### src/rtl/sweep_pkg.sv
// -----------------------------------------------------------------------------
// sweep_pkg
// Shared types and helpers for the phase increment sweeper.
//   sweep_state_t : sweep FSM states (RUN_DN exists only with SWEEP_TRIANGLE_EN)
//   REG_*         : config register selects carried on cfg_addr[3:2]
//   byte_merge    : replaces one byte lane of a 32-bit word
// Optional feature macro: SWEEP_TRIANGLE_EN (adds the down-sweep state).
// -----------------------------------------------------------------------------
package sweep_pkg;

`ifdef SWEEP_TRIANGLE_EN
  typedef enum logic [1:0] {
    IDLE   = 2'd0,
    RUN    = 2'd1,
    RUN_DN = 2'd2,
    DONE   = 2'd3
  } sweep_state_t;
`else
  typedef enum logic [1:0] {
    IDLE = 2'd0,
    RUN  = 2'd1,
    DONE = 2'd3
  } sweep_state_t;
`endif

  localparam logic [1:0] REG_START = 2'd0;
  localparam logic [1:0] REG_STEP  = 2'd1;
  localparam logic [1:0] REG_STOP  = 2'd2;
  localparam logic [1:0] REG_DWELL = 2'd3;

  // Callers truncate the result to their register width, which is how byte
  // lanes beyond that width get dropped.
  function automatic logic [31:0] byte_merge(input logic [31:0] old_val,
                                             input logic [7:0]  data,
                                             input logic [1:0]  lane);
    logic [31:0] mask;
    mask = 32'h0000_00FF << {lane, 3'b000};
    return (old_val & ~mask) | ({4{data}} & mask);
  endfunction

endpackage

### src/rtl/sweep_dwell_timer.sv
// -----------------------------------------------------------------------------
// sweep_dwell_timer
// Down-counter that times how long each increment value is held.
//   clk, rst          : clock, asynchronous active-high reset
//   load_i            : (re)load the counter from load_value_i
//   load_value_i      : dwell length in cycles; 0 is treated as 1
//   enable_i          : count while high
//   expire_o          : high during the last cycle of the dwell
// -----------------------------------------------------------------------------
module sweep_dwell_timer #(
  parameter int DWELL_WIDTH = 16
) (
  input  logic                   clk,
  input  logic                   rst,
  input  logic                   load_i,
  input  logic [DWELL_WIDTH-1:0] load_value_i,
  input  logic                   enable_i,
  output logic                   expire_o
);

  localparam logic [DWELL_WIDTH-1:0] ONE = DWELL_WIDTH'(1);

  logic [DWELL_WIDTH-1:0] cnt_q;

  // NOTE: state registers use non-blocking (<=) so every flop samples the
  // pre-edge values; blocking here would create order-dependent races.
  always_ff @(posedge clk or posedge rst) begin
    if (rst) begin
      cnt_q <= '0;
    end else if (load_i) begin
      cnt_q <= (load_value_i == '0) ? ONE : load_value_i;
    end else if (enable_i && (cnt_q > ONE)) begin
      cnt_q <= cnt_q - ONE;
    end
  end

  // Counter parks at 1 so the expiry condition is simply "count == 1".
  assign expire_o = enable_i && (cnt_q == ONE);

endmodule

### src/rtl/phase_inc_sweeper.sv
// -----------------------------------------------------------------------------
// phase_inc_sweeper
// Generates the phase accumulator's add_value as a programmable linear chirp.
// Byte-written shadow config (start/step/stop/dwell) is copied to the active
// set on cmd_start; each increment is held for max(dwell,1) cycles and then
// stepped toward stop, once or in a loop.
//   clk, rst   : clock, asynchronous active-high reset
//   cfg_data   : write data byte
//   cfg_addr   : [3:2] register select, [1:0] byte lane (0 = LSB)
//   cfg_we     : byte write strobe
//   cfg_loop   : restart at start after reaching stop (latched on cmd_start)
//   cfg_tri    : triangle mode (latched on cmd_start, SWEEP_TRIANGLE_EN only)
//   cmd_start  : latch config and (re)start the sweep
//   cmd_abort  : return to IDLE; wins over cmd_start
//   add_value  : phase increment (0 in IDLE)
//   busy       : high while sweeping
//   done       : one-cycle pulse at each end of sweep
// Optional feature macro: SWEEP_TRIANGLE_EN (down-sweep back to start).
// -----------------------------------------------------------------------------
module phase_inc_sweeper
  import sweep_pkg::*;
#(
  parameter int INC_WIDTH   = 16,
  parameter int DWELL_WIDTH = 16
) (
  input  logic                 clk,
  input  logic                 rst,
  input  logic [7:0]           cfg_data,
  input  logic [3:0]           cfg_addr,
  input  logic                 cfg_we,
  input  logic                 cfg_loop,
  input  logic                 cfg_tri,
  input  logic                 cmd_start,
  input  logic                 cmd_abort,
  output logic [INC_WIDTH-1:0] add_value,
  output logic                 busy,
  output logic                 done
);

  // Shadow (host-written) and active (running) configuration.
  logic [INC_WIDTH-1:0]   start_sh_q, step_sh_q, stop_sh_q;
  logic [DWELL_WIDTH-1:0] dwell_sh_q;
  logic [INC_WIDTH-1:0]   start_q, step_q, stop_q;
  logic [DWELL_WIDTH-1:0] dwell_q;
  logic                   loop_q;

  sweep_state_t         state_q;
  logic [INC_WIDTH-1:0] cur_q;
  logic                 busy_q, done_q;

  // Next-value datapath.
  logic                   start_go, running, at_stop;
  logic                   tmr_load, expire;
  logic [DWELL_WIDTH-1:0] tmr_value;
  logic [INC_WIDTH:0]     sum_up;
  logic [INC_WIDTH-1:0]   up_next;
  logic [INC_WIDTH-1:0]   start_wr, step_wr, stop_wr;
  logic [DWELL_WIDTH-1:0] dwell_wr;

`ifdef SWEEP_TRIANGLE_EN
  logic                 tri_q;
  logic                 at_start;
  logic [INC_WIDTH:0]   diff_dn;
  logic [INC_WIDTH-1:0] dn_next;
`else
  logic unused_tri;
  assign unused_tri = cfg_tri;
`endif

  // NOTE: every signal gets a default at the top of always_comb; a path that
  // leaves one unassigned would infer a latch.
  always_comb begin
    start_go  = cmd_start && !cmd_abort;
    running   = (state_q == RUN);
`ifdef SWEEP_TRIANGLE_EN
    if (state_q == RUN_DN) running = 1'b1;
`endif
    tmr_load  = start_go || (running && expire);
    tmr_value = start_go ? dwell_sh_q : dwell_q;

    // One extra bit keeps the sum from wrapping; any overshoot clamps to stop.
    sum_up  = {1'b0, cur_q} + {1'b0, step_q};
    up_next = (sum_up >= {1'b0, stop_q}) ? stop_q : sum_up[INC_WIDTH-1:0];
    at_stop = (cur_q >= stop_q);

`ifdef SWEEP_TRIANGLE_EN
    // Borrow in the top bit flags underflow; either way clamp to start.
    diff_dn  = {1'b0, cur_q} - {1'b0, step_q};
    dn_next  = (diff_dn[INC_WIDTH] || (diff_dn[INC_WIDTH-1:0] < start_q))
             ? start_q : diff_dn[INC_WIDTH-1:0];
    at_start = (cur_q <= start_q);
`endif

    start_wr = INC_WIDTH'(byte_merge(32'(start_sh_q), cfg_data, cfg_addr[1:0]));
    step_wr  = INC_WIDTH'(byte_merge(32'(step_sh_q),  cfg_data, cfg_addr[1:0]));
    stop_wr  = INC_WIDTH'(byte_merge(32'(stop_sh_q),  cfg_data, cfg_addr[1:0]));
    dwell_wr = DWELL_WIDTH'(byte_merge(32'(dwell_sh_q), cfg_data, cfg_addr[1:0]));
  end

  sweep_dwell_timer #(
    .DWELL_WIDTH (DWELL_WIDTH)
  ) u_dwell (
    .clk          (clk),
    .rst          (rst),
    .load_i       (tmr_load),
    .load_value_i (tmr_value),
    .enable_i     (running),
    .expire_o     (expire)
  );

  // NOTE: the config registers are a handful of flops, not a RAM, so they are
  // reset; a fresh sweep after reset must see all-zero settings.
  always_ff @(posedge clk or posedge rst) begin
    if (rst) begin
      start_sh_q <= '0;
      step_sh_q  <= '0;
      stop_sh_q  <= '0;
      dwell_sh_q <= '0;
      start_q    <= '0;
      step_q     <= '0;
      stop_q     <= '0;
      dwell_q    <= '0;
      loop_q     <= 1'b0;
`ifdef SWEEP_TRIANGLE_EN
      tri_q      <= 1'b0;
`endif
      state_q    <= IDLE;
      cur_q      <= '0;
      busy_q     <= 1'b0;
      done_q     <= 1'b0;
    end else begin
      // Shadow writes are independent of the sweep FSM.
      if (cfg_we) begin
        unique case (cfg_addr[3:2])
          REG_START: start_sh_q <= start_wr;
          REG_STEP:  step_sh_q  <= step_wr;
          REG_STOP:  stop_sh_q  <= stop_wr;
          REG_DWELL: dwell_sh_q <= dwell_wr;
          default: ;
        endcase
      end

      if (cmd_abort) begin
        state_q <= IDLE;
        cur_q   <= '0;        // add_value is 0 whenever IDLE
        busy_q  <= 1'b0;
        done_q  <= 1'b0;
      end else if (cmd_start) begin
        // Shadow values before any same-cycle write are what get latched.
        start_q <= start_sh_q;
        step_q  <= step_sh_q;
        stop_q  <= stop_sh_q;
        dwell_q <= dwell_sh_q;
        loop_q  <= cfg_loop;
`ifdef SWEEP_TRIANGLE_EN
        tri_q   <= cfg_tri;
`endif
        cur_q   <= start_sh_q;
        state_q <= RUN;
        busy_q  <= 1'b1;
        done_q  <= 1'b0;
      end else begin
        done_q <= 1'b0;
        unique case (state_q)
          RUN: begin
            if (expire) begin
              if (at_stop) begin
`ifdef SWEEP_TRIANGLE_EN
                if (tri_q) begin
                  state_q <= RUN_DN;
                  cur_q   <= dn_next;
                end else
`endif
                begin
                  done_q <= 1'b1;
                  if (loop_q) begin
                    cur_q <= start_q;
                  end else begin
                    state_q <= DONE;
                    busy_q  <= 1'b0;
                  end
                end
              end else begin
                cur_q <= up_next;
              end
            end
          end
`ifdef SWEEP_TRIANGLE_EN
          RUN_DN: begin
            if (expire) begin
              if (at_start) begin
                done_q <= 1'b1;
                cur_q  <= start_q;
                if (loop_q) begin
                  state_q <= RUN;
                end else begin
                  state_q <= DONE;
                  busy_q  <= 1'b0;
                end
              end else begin
                cur_q <= dn_next;
              end
            end
          end
`endif
          default: ;  // IDLE and DONE hold until a command arrives
        endcase
      end
    end
  end

  assign add_value = cur_q;
  assign busy      = busy_q;
  assign done      = done_q;

endmodule

### config.mk
export PLATFORM = sky130hd
export DESIGN_NAME = phase_inc_sweeper
export DESIGN_NICKNAME = d
export VERILOG_FILES = /design/src/rtl/sweep_pkg.sv /design/src/rtl/sweep_dwell_timer.sv /design/src/rtl/phase_inc_sweeper.sv
export SDC_FILE = /design/constraint.sdc
export NUM_CORES = 1
export LEC_CHECK = 0
export CORE_MARGIN = 2
export CORE_UTILIZATION = 30
export CTS_CLUSTER_DIAMETER = 60
export DETAILED_ROUTE_END_ITERATION = 10
export GPL_ROUTABILITY_DRIVEN = 1
export GPL_TIMING_DRIVEN = 1
export PLACE_DENSITY_LB_ADDON = 0.1
export SLEW_MARGIN = 5
export SYNTH_ARGS = -nofsm -noshare
export SYNTH_HDL_FRONTEND = slang
export SYNTH_SLANG_ARGS = --single-unit
### constraint.sdc
create_clock -name clk -period 13 [get_ports clk]
set_input_delay 2.6 -clock clk [delete_from_list [all_inputs] [get_ports clk]]
set_output_delay 2.6 -clock clk [all_outputs]
set_load 0.1 [all_outputs]
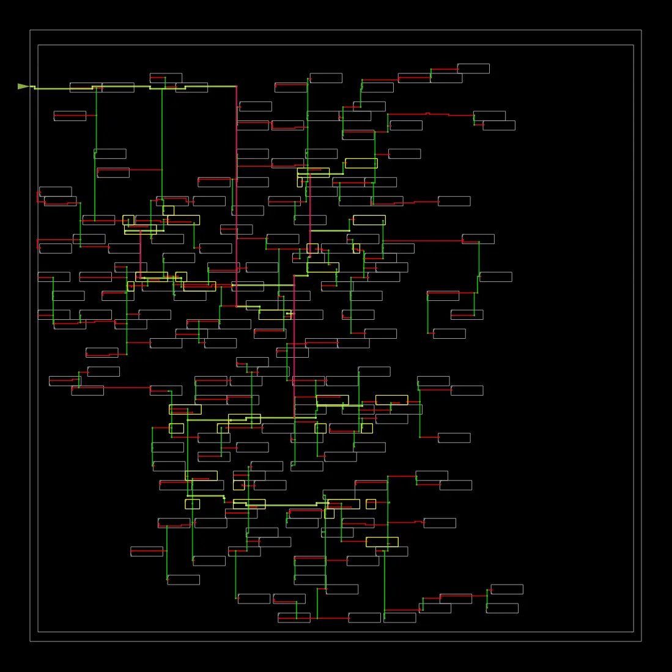
Fig. 1. Clock routing.
Power Clock: 0.477 mW
Insertion Delay late pin: 0.43 ns
Clock Buffer Count: 18
clk_skew: 0.0143 ns
FFs & Latches: 165

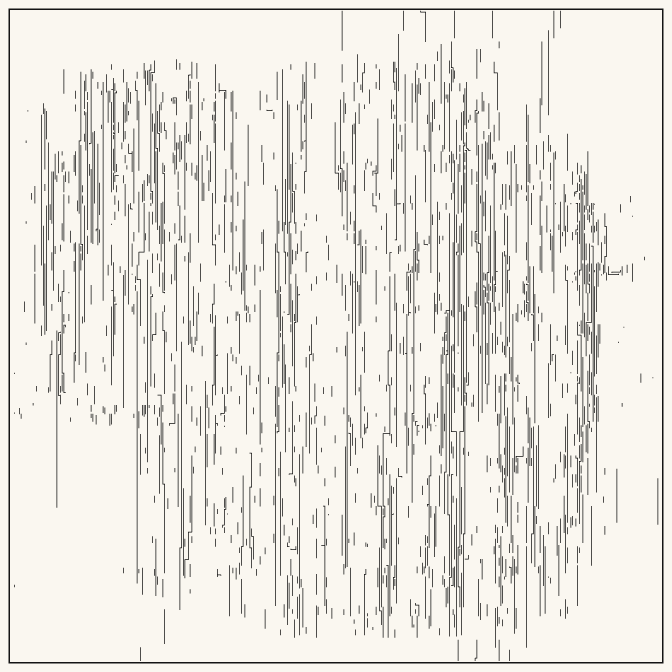
Fig. 2. M2 wires.
wire length on this layer = 10200 um
main direction = vertical
drt total wl: 23500 um
Global Route met2 Usage: 0.244
DR vias: 6458

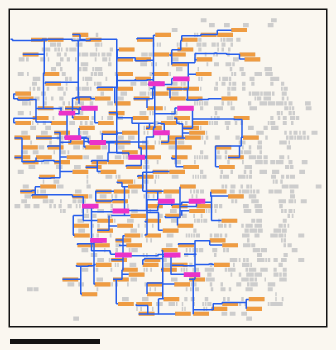
Fig. 3. Clock wires, drivers and flops.
The bar under the picture is 50 um long.
magenta -> clock-net drivers  # count 17
blue -> clock wires  # length 2270 um
orange -> flip-flops  # count 165
routed clock nets = 18

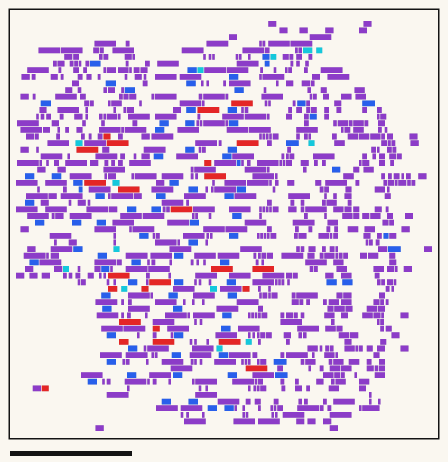
Fig. 4. Cell sizes after repair.
The bar under the picture is 50 um long.
cyan -> x3 and x4  # cells 13, most used buf_4
purple -> x1 and smaller  # cells 802, most used dfrtp_1
blue -> x2  # cells 84, most used mux2_2
red -> x6 and larger  # cells 25, most used clkbuf_16

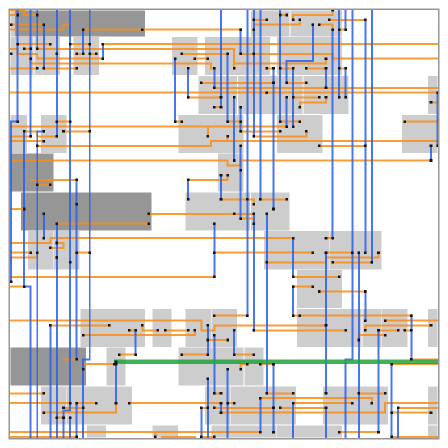
Fig. 5. Close-up of the layout.
Region (117, 29) to (147, 59) um. Cells in gray, sequential cells in the stronger gray; small squares are vias.
green -> M3
orange -> M1
blue -> M2
sequential cells in the window = 3
most frequent = ha_1 (13), a21oi_1 (8)
netlist names of flops here include = `add_value` (3)
cells with their middle in the window = 42

[power breakdown]
part           leakage (nW)  total, mW  internal [mW]  switching [mW]
registers              2.06      0.703          0.626          0.0769
logic                  2.31      0.542          0.203           0.339
clock network         0.266      0.477          0.250           0.227
total                  4.63       1.72           1.08           0.643
[critical path, stage by stage (launching register included)]
cell	delay, ns
dfrtp_1	0.44
ha_1	0.40
a21oi_1	0.34
o211ai_1	0.26
a2111o_1	0.54
and4_1	0.20
a211oi_1	0.37
ha_1	0.32
nor2b_1	0.14
a2111oi_2	0.46
o31ai_1	0.26
nor2_1	0.85
a2111oi_0	0.27
nor3_1	0.20
[final timing paths]
check                      cells after the start                startpoint                       end  slack [ns]
hold reg to reg                                2                      flop     step_q[3]$_DFFE_PP0P_        0.46
setup reg to reg                              13  add_value[4]$_DFFE_PP0P_  add_value[3]$_DFFE_PP0P_        7.85
min in group asynchronous                      2                       rst     stop_q[1]$_DFFE_PP0P_        2.59
hold / removal                                 2                      flop     step_q[3]$_DFFE_PP0P_        0.46
max in group asynchronous                      4                       rst    step_q[12]$_DFFE_PP0P_        8.52
setup / recovery                              13  add_value[4]$_DFFE_PP0P_  add_value[3]$_DFFE_PP0P_        7.85
[placed cells by master, fill, tap and decap left out, types with 7 or more instances in the layout]
cell type,n
mux2_2,64
o31ai_1,15
nand2_1,151
o211ai_1,7
nand3_1,15
xnor2_1,13
dfrtp_1,165
a21o_1,9
o21ai_0,32
nor3_1,29
xor2_1,8
and2_1,17
ha_1,50
a21oi_1,56
clkbuf_16,17
o22ai_1,8
buf_4,7
nor2_1,34
mux2i_1,15
inv_1,47
a2111oi_0,8
clkdlybuf4s50_1,35
nand4_1,9
[per-layer routing]
| layer | global-route usage | part of all wire | up-vias |
|---|---|---|---|
| met3 | 0.0301 | 0.028 | 15 |
| met5 | 0 | 0 | - |
| met1 | 0.238 | 0.53 | 3164 |
| met2 | 0.244 | 0.43 | 74 |
| met4 | 0.0337 | 0.0095 | 0 |
| li1 | - | - | 3205 |
[kinds of logic (layout without fill, tap and decap cells)]
kind of cell,Yosys count,count (layout),share of synthesized area
AND-OR/OR-AND,189,189,0.146
XOR/XNOR,21,21,0.0208
adder cells (fa/ha/maj),51,51,0.0730
buffers and inverters,81,122,0.0367
flip-flops,165,165,0.467
multiplexers,79,79,0.0985
AND/OR/NAND/NOR,297,297,0.158
[cell type report]
class,instances,area [um2],share of cell area
Sequential cell,165,4130,0.407
Inverter,48,185,0.0182
Tap cell,384,480,0.0473
Timing Repair Buffer,42,403,0.0397
Multi-Input combinational cell,637,4400,0.434
Clock buffer,18,429,0.0423
Clock inverter,14,118,0.0116
[stage by stage]
stage	hold WS, ns	instance area (um2)	utilization	setup WS, ns
2_1_floorplan	0.433	8840	-	5.94
3_3_place_gp	0.447	9600	0.333	7.62
3_5_place_dp	0.447	9600	0.333	7.59
4_1_cts	0.461	10100	0.352	7.75
5_1_grt	0.492	10100	0.352	7.44
6_report	0.458	10100	0.352	7.85
==> flow_summary.yaml <==
# yosys + openroad results
die:
  die_width_um: 176
  die_y_um: 176
  rows: 62
clocking:
  clock-sinks: 165
  htree_levels: 4
  cts_buffers: 17
yosys:
  top_cells_by_count: "dfrtp_1, nand2_1, mux2_2, a21oi_1, ha_1"
  synth_cells: 883
  area_leaders: "dfrtp_1, mux2_2, ha_1"
  syn_avg_cell_area_um2: 10.0
  largest_area_cell: "dfrtp_1"
  yosysCellCount: 883
  synthArstFlopShare: 1.00
  netlist_area_um2: 8840
  ys_seq_share: 0.467
final_layout:
  diodes: 0
  finalNetCount: 981
  syn2layout_area_growth_pct: 14.8
  drive_above_1_share: 0.132
grt:
  grt_remaining_overflow: 0
  grt_pass1_wl_um: 38300
  grt_start_max_net_pins: 59
  grt.total_usage: 0.161
sta:
  period_used_share: 0.396
  min_period_ns: 5.15
  fmax_mhz: 194
placed_design:
  place_hpwl_um: 17300
worst_setup_path:
  crit_required_ns: 13.35
drt:
  antenna_left: 0
  viasPerCell: 4.94
power_and_ir_drop:
  leakagePower_nw: 4.63
run:
  drv_cap: 0
status:
  status: "finished clean"
Power is estimated from default activity; no workload was simulated.
